util_map.png
Scale: 1 px per um. 21 x 13 tiles, from black (low) to pale yellow (high), 0 to 100% covered.
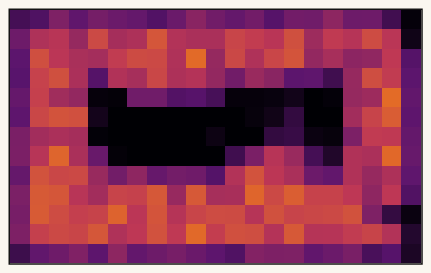
class_map.png
Scale: 1 px per um.
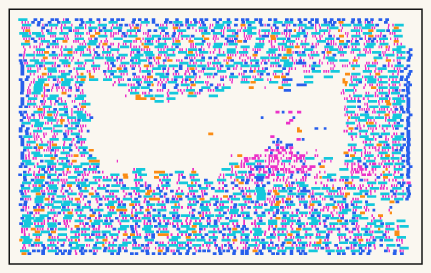
pinout.png
Scale: 1 px per um. Pins as bars across the die edge, other pins in grey.
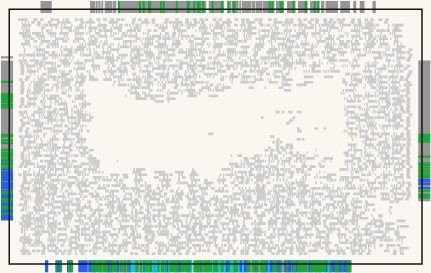
**config.mk**
```make
export PLATFORM = sky130hd
export DESIGN_NAME = xoodyak_loader
export DESIGN_NICKNAME = d
export VERILOG_FILES = /design/src/rtl/xoodyak_pkg.sv /design/src/rtl/xoodyak_loader_wdt.sv /design/src/rtl/xoodyak_loader.sv
export SDC_FILE = /design/constraint.sdc
export NUM_CORES = 1
export LEC_CHECK = 0
export ABC_AREA = 1
export CAP_MARGIN = 10
export CELL_PAD_IN_SITES_DETAIL_PLACEMENT = 1
export CELL_PAD_IN_SITES_GLOBAL_PLACEMENT = 2
export CORE_ASPECT_RATIO = 0.6
export CORE_MARGIN = 8
export CORE_UTILIZATION = 29
export CTS_BUF_LIST = sky130_fd_sc_hd__clkbuf_8
export DETAILED_ROUTE_END_ITERATION = 10
export PLACE_DENSITY = 0.81
export SLEW_MARGIN = 25
export SYNTH_ARGS = -nofsm -noshare
export SYNTH_HDL_FRONTEND = slang
export SYNTH_SLANG_ARGS = --single-unit
```
**constraint.sdc**
```tcl
create_clock -name eph1 -period 28.5 [get_ports eph1]
set_input_delay 5.7 -clock eph1 [delete_from_list [all_inputs] [get_ports eph1]]
set_output_delay 5.7 -clock eph1 [all_outputs]
set_load 0.05 [all_outputs]
```
**src/rtl/xoodyak_pkg.sv**
```systemverilog
`default_nettype none
// ============================================================================
// Module   : xoodyak_pkg
// Purpose  : Shared types and word-count constants for the xoodyak loader.
// Revision : 1.0 - initial release
// ============================================================================
package xoodyak_pkg;

    typedef enum logic [1:0] {
        IDLE = 2'd0,
        LOAD = 2'd1,
        FIRE = 2'd2,
        WAIT = 2'd3
    } loader_state_t;

    localparam int KEY_WORDS   = 4;
    localparam int NONCE_WORDS = 4;
    localparam int AD_WORDS    = 4;
    localparam int TEXT_WORDS  = 6;
    localparam int VERIF_WORDS = 4;

    localparam int ENC_WORDS = KEY_WORDS + NONCE_WORDS + AD_WORDS + TEXT_WORDS;
    localparam int DEC_WORDS = ENC_WORDS + VERIF_WORDS;

    // Stream index of the first word of each field.
    localparam int KEY_BASE   = 0;
    localparam int NONCE_BASE = KEY_BASE + KEY_WORDS;
    localparam int AD_BASE    = NONCE_BASE + NONCE_WORDS;
    localparam int TEXT_BASE  = AD_BASE + AD_WORDS;
    localparam int VERIF_BASE = TEXT_BASE + TEXT_WORDS;

endpackage : xoodyak_pkg
`default_nettype wire

```
**src/rtl/xoodyak_loader_wdt.sv**
```systemverilog
`default_nettype none
// ============================================================================
// Module   : xoodyak_loader_wdt
// Purpose  : WAIT-state watchdog; flags a core that never reports completion.
// Revision : 1.0 - initial release
// ============================================================================
module xoodyak_loader_wdt #(
    parameter int TIMEOUT_CYCLES = 64
) (
    input  logic eph1,
    input  logic reset,
    input  logic run,
    input  logic done,
    input  logic clear,
    output logic expire,
    output logic timeout
);

    localparam int c_CNT_W = $clog2(TIMEOUT_CYCLES + 1);

    logic [c_CNT_W-1:0] r_count;
    logic               r_timeout;

    // A completion arriving on the last allowed cycle takes precedence.
    assign expire  = run && !done && (r_count == c_CNT_W'(TIMEOUT_CYCLES - 1));
    assign timeout = r_timeout;

    always_ff @(posedge eph1 or posedge reset) begin
        if (reset) begin
            r_count   <= '0;
            r_timeout <= 1'b0;
        end else begin
            if (run) begin
                r_count <= r_count + 1'b1;
            end else begin
                r_count <= '0;
            end
            if (clear) begin
                r_timeout <= 1'b0;
            end else if (expire) begin
                r_timeout <= 1'b1;
            end
        end
    end

endmodule : xoodyak_loader_wdt
`default_nettype wire

```
**src/rtl/xoodyak_loader.sv**
```systemverilog
`default_nettype none
// ============================================================================
// Module   : xoodyak_loader
// Purpose  : Assembles a 32-bit word stream into xoodyak core operands and
//            issues a one-cycle start. Optional WAIT watchdog under macro
//            XOODYAK_LOADER_TIMEOUT_EN.
// Revision : 1.0 - initial release
// ============================================================================
module xoodyak_loader
    import xoodyak_pkg::*;
#(
    parameter int WORD_W         = 32,
    parameter int TIMEOUT_CYCLES = 64
) (
    input  logic              eph1,
    input  logic              reset,
    input  logic              ld_start,
    input  logic              ld_opmode,
    input  logic              in_valid,
    input  logic [WORD_W-1:0] in_data,
    output logic              in_ready,
    input  logic              core_done,
    output logic [127:0]      key,
    output logic [127:0]      nonce,
    output logic [127:0]      assodata,
    output logic [191:0]      textin,
    output logic [127:0]      verification_data,
    output logic              opmode,
    output logic              start,
`ifdef XOODYAK_LOADER_TIMEOUT_EN
    output logic              timeout,
`endif
    output logic              busy
);

    loader_state_t r_state;
    loader_state_t w_state_nxt;

    logic [4:0]   r_cnt;
    logic [127:0] r_key;
    logic [127:0] r_nonce;
    logic [127:0] r_ad;
    logic [191:0] r_text;
    logic [127:0] r_verif;
    logic         r_opmode;

    logic w_load_go;
    logic w_accept;
    logic w_last;
    logic w_expire;

    assign w_load_go = (r_state == IDLE) && ld_start;
    assign w_accept  = (r_state == LOAD) && in_valid;
    assign w_last    = (r_cnt == (r_opmode ? 5'(DEC_WORDS - 1) : 5'(ENC_WORDS - 1)));

`ifdef XOODYAK_LOADER_TIMEOUT_EN
    xoodyak_loader_wdt #(
        .TIMEOUT_CYCLES (TIMEOUT_CYCLES)
    ) u_wdt (
        .eph1    (eph1),
        .reset   (reset),
        .run     (r_state == WAIT),
        .done    (core_done),
        .clear   (w_load_go),
        .expire  (w_expire),
        .timeout (timeout)
    );
`else
    assign w_expire = 1'b0;
`endif

    always_ff @(posedge eph1 or posedge reset) begin
        if (reset) begin
            r_state <= IDLE;
        end else begin
            r_state <= w_state_nxt;
        end
    end

    always_comb begin
        w_state_nxt = r_state;
        unique case (r_state)
            IDLE: if (ld_start) w_state_nxt = LOAD;
            LOAD: if (w_accept && w_last) w_state_nxt = FIRE;
            FIRE: w_state_nxt = WAIT;
            WAIT: if (core_done || w_expire) w_state_nxt = IDLE;
            default: w_state_nxt = IDLE;
        endcase
    end

    always_ff @(posedge eph1 or posedge reset) begin
        if (reset) begin
            r_cnt <= '0;
        end else if (w_load_go) begin
            r_cnt <= '0;
        end else if (w_accept) begin
            r_cnt <= r_cnt + 1'b1;
        end
    end

    // Each accepted word lands in the slot selected by the stream index.
    always_ff @(posedge eph1 or posedge reset) begin
        if (reset) begin
            r_key    <= '0;
            r_nonce  <= '0;
            r_ad     <= '0;
            r_text   <= '0;
            r_verif  <= '0;
            r_opmode <= 1'b0;
        end else if (w_load_go) begin
            r_key    <= '0;
            r_nonce  <= '0;
            r_ad     <= '0;
            r_text   <= '0;
            r_verif  <= '0;
            r_opmode <= ld_opmode;
        end else if (w_accept) begin
            for (int i = 0; i < KEY_WORDS; i++) begin
                if (r_cnt == 5'(KEY_BASE + i)) r_key[i*WORD_W +: WORD_W] <= in_data;
            end
            for (int i = 0; i < NONCE_WORDS; i++) begin
                if (r_cnt == 5'(NONCE_BASE + i)) r_nonce[i*WORD_W +: WORD_W] <= in_data;
            end
            for (int i = 0; i < AD_WORDS; i++) begin
                if (r_cnt == 5'(AD_BASE + i)) r_ad[i*WORD_W +: WORD_W] <= in_data;
            end
            for (int i = 0; i < TEXT_WORDS; i++) begin
                if (r_cnt == 5'(TEXT_BASE + i)) r_text[i*WORD_W +: WORD_W] <= in_data;
            end
            for (int i = 0; i < VERIF_WORDS; i++) begin
                if (r_opmode && (r_cnt == 5'(VERIF_BASE + i))) begin
                    r_verif[i*WORD_W +: WORD_W] <= in_data;
                end
            end
        end
    end

    assign in_ready          = (r_state == LOAD);
    assign start             = (r_state == FIRE);
    assign busy              = (r_state != IDLE);
    assign key               = r_key;
    assign nonce             = r_nonce;
    assign assodata          = r_ad;
    assign textin            = r_text;
    assign verification_data = r_verif;
    assign opmode            = r_opmode;

endmodule : xoodyak_loader
`default_nettype wire

```
==> flow_metrics.env <==
# yosys + openroad results
export IMPL_pwr_share_seq=0.364
export IMPL_clk_share=0.0636
export IMPL_worst_hold_slack_ns=0.468
export IMPL_routabilityCongestion=0.810
export IMPL_register_area_mm2=0.0178
export IMPL_hold_end="nonce[34]$_DFFE_PP0P_"
export IMPL_edf_count=0
export IMPL_inv_count=147
export IMPL_hold_start="nonce[34]$_DFFE_PP0P_"
export IMPL_largest_class="sequential cells"
export IMPL_flop_cell="dfrtp_1"
export IMPL_endpoint="nonce[6]$_DFFE_PP0P_"
export IMPL_grtUsageMet2=0.365
export IMPL_top_area_frac=0.655
export IMPL_ys_seq_elements=712
export IMPL_xor_area_frac=0
export IMPL_dieArea_mm2=0.104
export IMPL_min_period_over_period=0.319
export IMPL_layout_top_cells="1241 x nand2_1, 745 x clkdlybuf4s50_1, 712 x dfrtp_1"
export IMPL_r2r_start="r_state[0]$_DFFE_PP0P_"
export IMPL_logic_gates=1861
export IMPL_io_pins=746
export IMPL_groute_usage_overall=0.237
export IMPL_routed_wl_um=127000
export IMPL_fp_utilization=0.291
export IMPL_path_cells="clkdlybuf4s50_1 > nand2_4 > buf_4 > buf_4 > nand2_1 > inv_1 > nand2_1 > o21ai_0"
export IMPL_combAreaFraction=0.210
export IMPL_crit_buf_inv=4
export IMPL_clock_buffers=142
export IMPL_place_area_mm2=0.0361
export IMPL_fa_ha_area_frac=0.00460
export IMPL_syn_inst=2908
export IMPL_vias_per_cell=4.74
export IMPL_start_kind="input port"
export IMPL_post_place_ws_ns=18.71
export IMPL_r2r_slack_ns=24.11
export IMPL_finalSetupViolations=0
export IMPL_total_power_mw=3.24
export IMPL_hold_viol=0
export IMPL_ys_cells=2908
export IMPL_slew_violations=0
export IMPL_cts_hold_buf=0
export IMPL_antenna_found_initial=7
export IMPL_drive_gt1_frac=0.0759
export IMPL_largest_reg_flops=192
export IMPL_num_nets_final=3684
export IMPL_area_leaders="dfrtp_1 66%, nand2_1 17%, o21ai_0 7.0%"
export IMPL_cts_sinks=712
export IMPL_combinationalPowerShare=0.341
export IMPL_cts_buffers_inserted=111
export IMPL_grt_pass1_wl_um=181000
export IMPL_hold_depth=2
export IMPL_insertedDiodeCount=4
export IMPL_dr_pass1_iters=5
export IMPL_synth_async_reset_ratio=1.00
export IMPL_wl_per_cell_um=25.5
export IMPL_dr_wl_met3_um=9720
export IMPL_worstSetupPathDepth=8
export IMPL_warning_count=42
export IMPL_max_cap_violations=0
export IMPL_period_minus_slack_ns=9.10
export IMPL_hold_path_class="reg -> reg"
export IMPL_power_switching_mw=1.35
export IMPL_worstPathRequired_ns=29.18
export IMPL_hpwl_um=88700
export IMPL_vias=23594
export IMPL_yosys_warnings=0
export IMPL_synth_cell_types=29
export IMPL_drt_met1_wl_um=56700
export IMPL_wl_met2_um=56900
export IMPL_grt_use_met3=0.0701
export IMPL_slowest_delay_ns=0.82
export IMPL_cts_path_max_buffers=3
export IMPL_topCombFamilyByArea="simple AND/OR/NAND/NOR gates"
export IMPL_yosys_area_top_type="dfrtp_1"
export IMPL_common_cells="1244 x nand2_1, 712 x dfrtp_1, 378 x o21ai_0"
export IMPL_finClkSkew_ns=0.0406
export IMPL_layout_top_cell="nand2_1"
export IMPL_grt_max_degree=163
export IMPL_ff2ff_path_depth=9
export IMPL_cp_max_fo=65
export IMPL_cts_setup_buffers=0
export IMPL_worst_path_dominant_cell_family="buffers and inverters"
export IMPL_outcome="finished clean"
export IMPL_cts_resized=0
export IMPL_slew_headroom=0.283
export IMPL_seq_power_mw=1.18
export IMPL_p_leak_nw=18.4
export IMPL_syn_area_mm2=0.0272
export IMPL_power_leader="registers"
export IMPL_cts_root_buf="clkbuf_8"
export IMPL_p_int_mw=1.89
export IMPL_final_area_mm2=0.0386
export IMPL_cts_reportedPaths_clkPinSlew_ns=0.06
export IMPL_aoi_share=0.0750
export IMPL_rsz0062_at_grt="false"
export IMPL_fmax_mhz=110
export IMPL_grt_ovfl_total=0
export IMPL_pwr_share_clk=0.295
export IMPL_p_sw_frac=0.417
export IMPL_nFillCells=10630
export IMPL_n_tap_cell=1246
export IMPL_p_per_area_mw_per_mm2=83.9
export IMPL_setup_tns_ns=0
export IMPL_pg_clk_mw=0.956
export IMPL_setup_ws_ns=19.40
export IMPL_drt_initial_drc_count=1632
export IMPL_cts_max_level=3
export IMPL_ys_sh_mux=0
export IMPL_clk_latency_ns=0.78
export IMPL_first_global_vias=24456
export IMPL_synth_seq_area_share=0.655
export IMPL_use_met1=0.324
export IMPL_avgSynthCellArea_um2=9.35
export IMPL_powerComb_mw=1.10
export IMPL_logic_area_mm2=0.00812
export IMPL_placedCellCount=4768
export IMPL_timing_rr_end="nonce[6]$_DFFE_PP0P_"
export IMPL_simple_gate_area_frac=0.212
export IMPL_cp_end_kind="flop"
export IMPL_tightest_slew_ns=1.08
export IMPL_bufAreaShareNonClock=0.209
export IMPL_syn2layout_area_growth_pct=42.0
export IMPL_seq_cells=712
export IMPL_ys_chip_area_mm2=0.0272
export IMPL_syn_nets=2956
export IMPL_drc=0
export IMPL_finalNonFillerCells=4977
export IMPL_peakVddDrop_v=0.0000944
export IMPL_crit_arrival_ns=9.77
export IMPL_postRouteAntennaNets=0
export IMPL_worstSetupPathType="in -> reg"
export IMPL_grt_busiest_layer="met2"
export IMPL_seq_share=0.462
export IMPL_cts_tree="done"
export IMPL_cp_slowest_cell="inv_1"
export IMPL_highest_layer="met4"
Notes on util_map.png above:
mean over tiles: 36%
nearly empty tiles: 12%
fullest tile: 65%
emptiest ninth of the die: centre

Notes on class_map.png above:
[remaining buffers and delay cells] blue | cells: 803 | share of their area: 22%
[registers] cyan | cells: 712 | share of their area: 48%
[clock drivers and dummy loads] orange | cells: 204 | share of their area: 6.6%
[remaining logic cells] magenta | cells: 2008 | share of their area: 23%
row cnt: 87
Core Box Area: 0.0934 mm2
Layout Utilization: 0.413

Notes on pinout.png above:
[in_data] cyan | pins: 32 | direction: input | edge: south
[ld_opmode] magenta | pins: 1 | direction: input | edge: south
[textin] green | pins: 192 | direction: output | edge: 113 south, 31 west, 29 north, 19 east
[key] blue | pins: 128 | direction: output | edge: 94 south, 30 west, 4 east
all pins by edge: 302 south, 223 north, 118 west, 103 east
# port buffers: 745
die width: 411 um
Die Y: 253 um

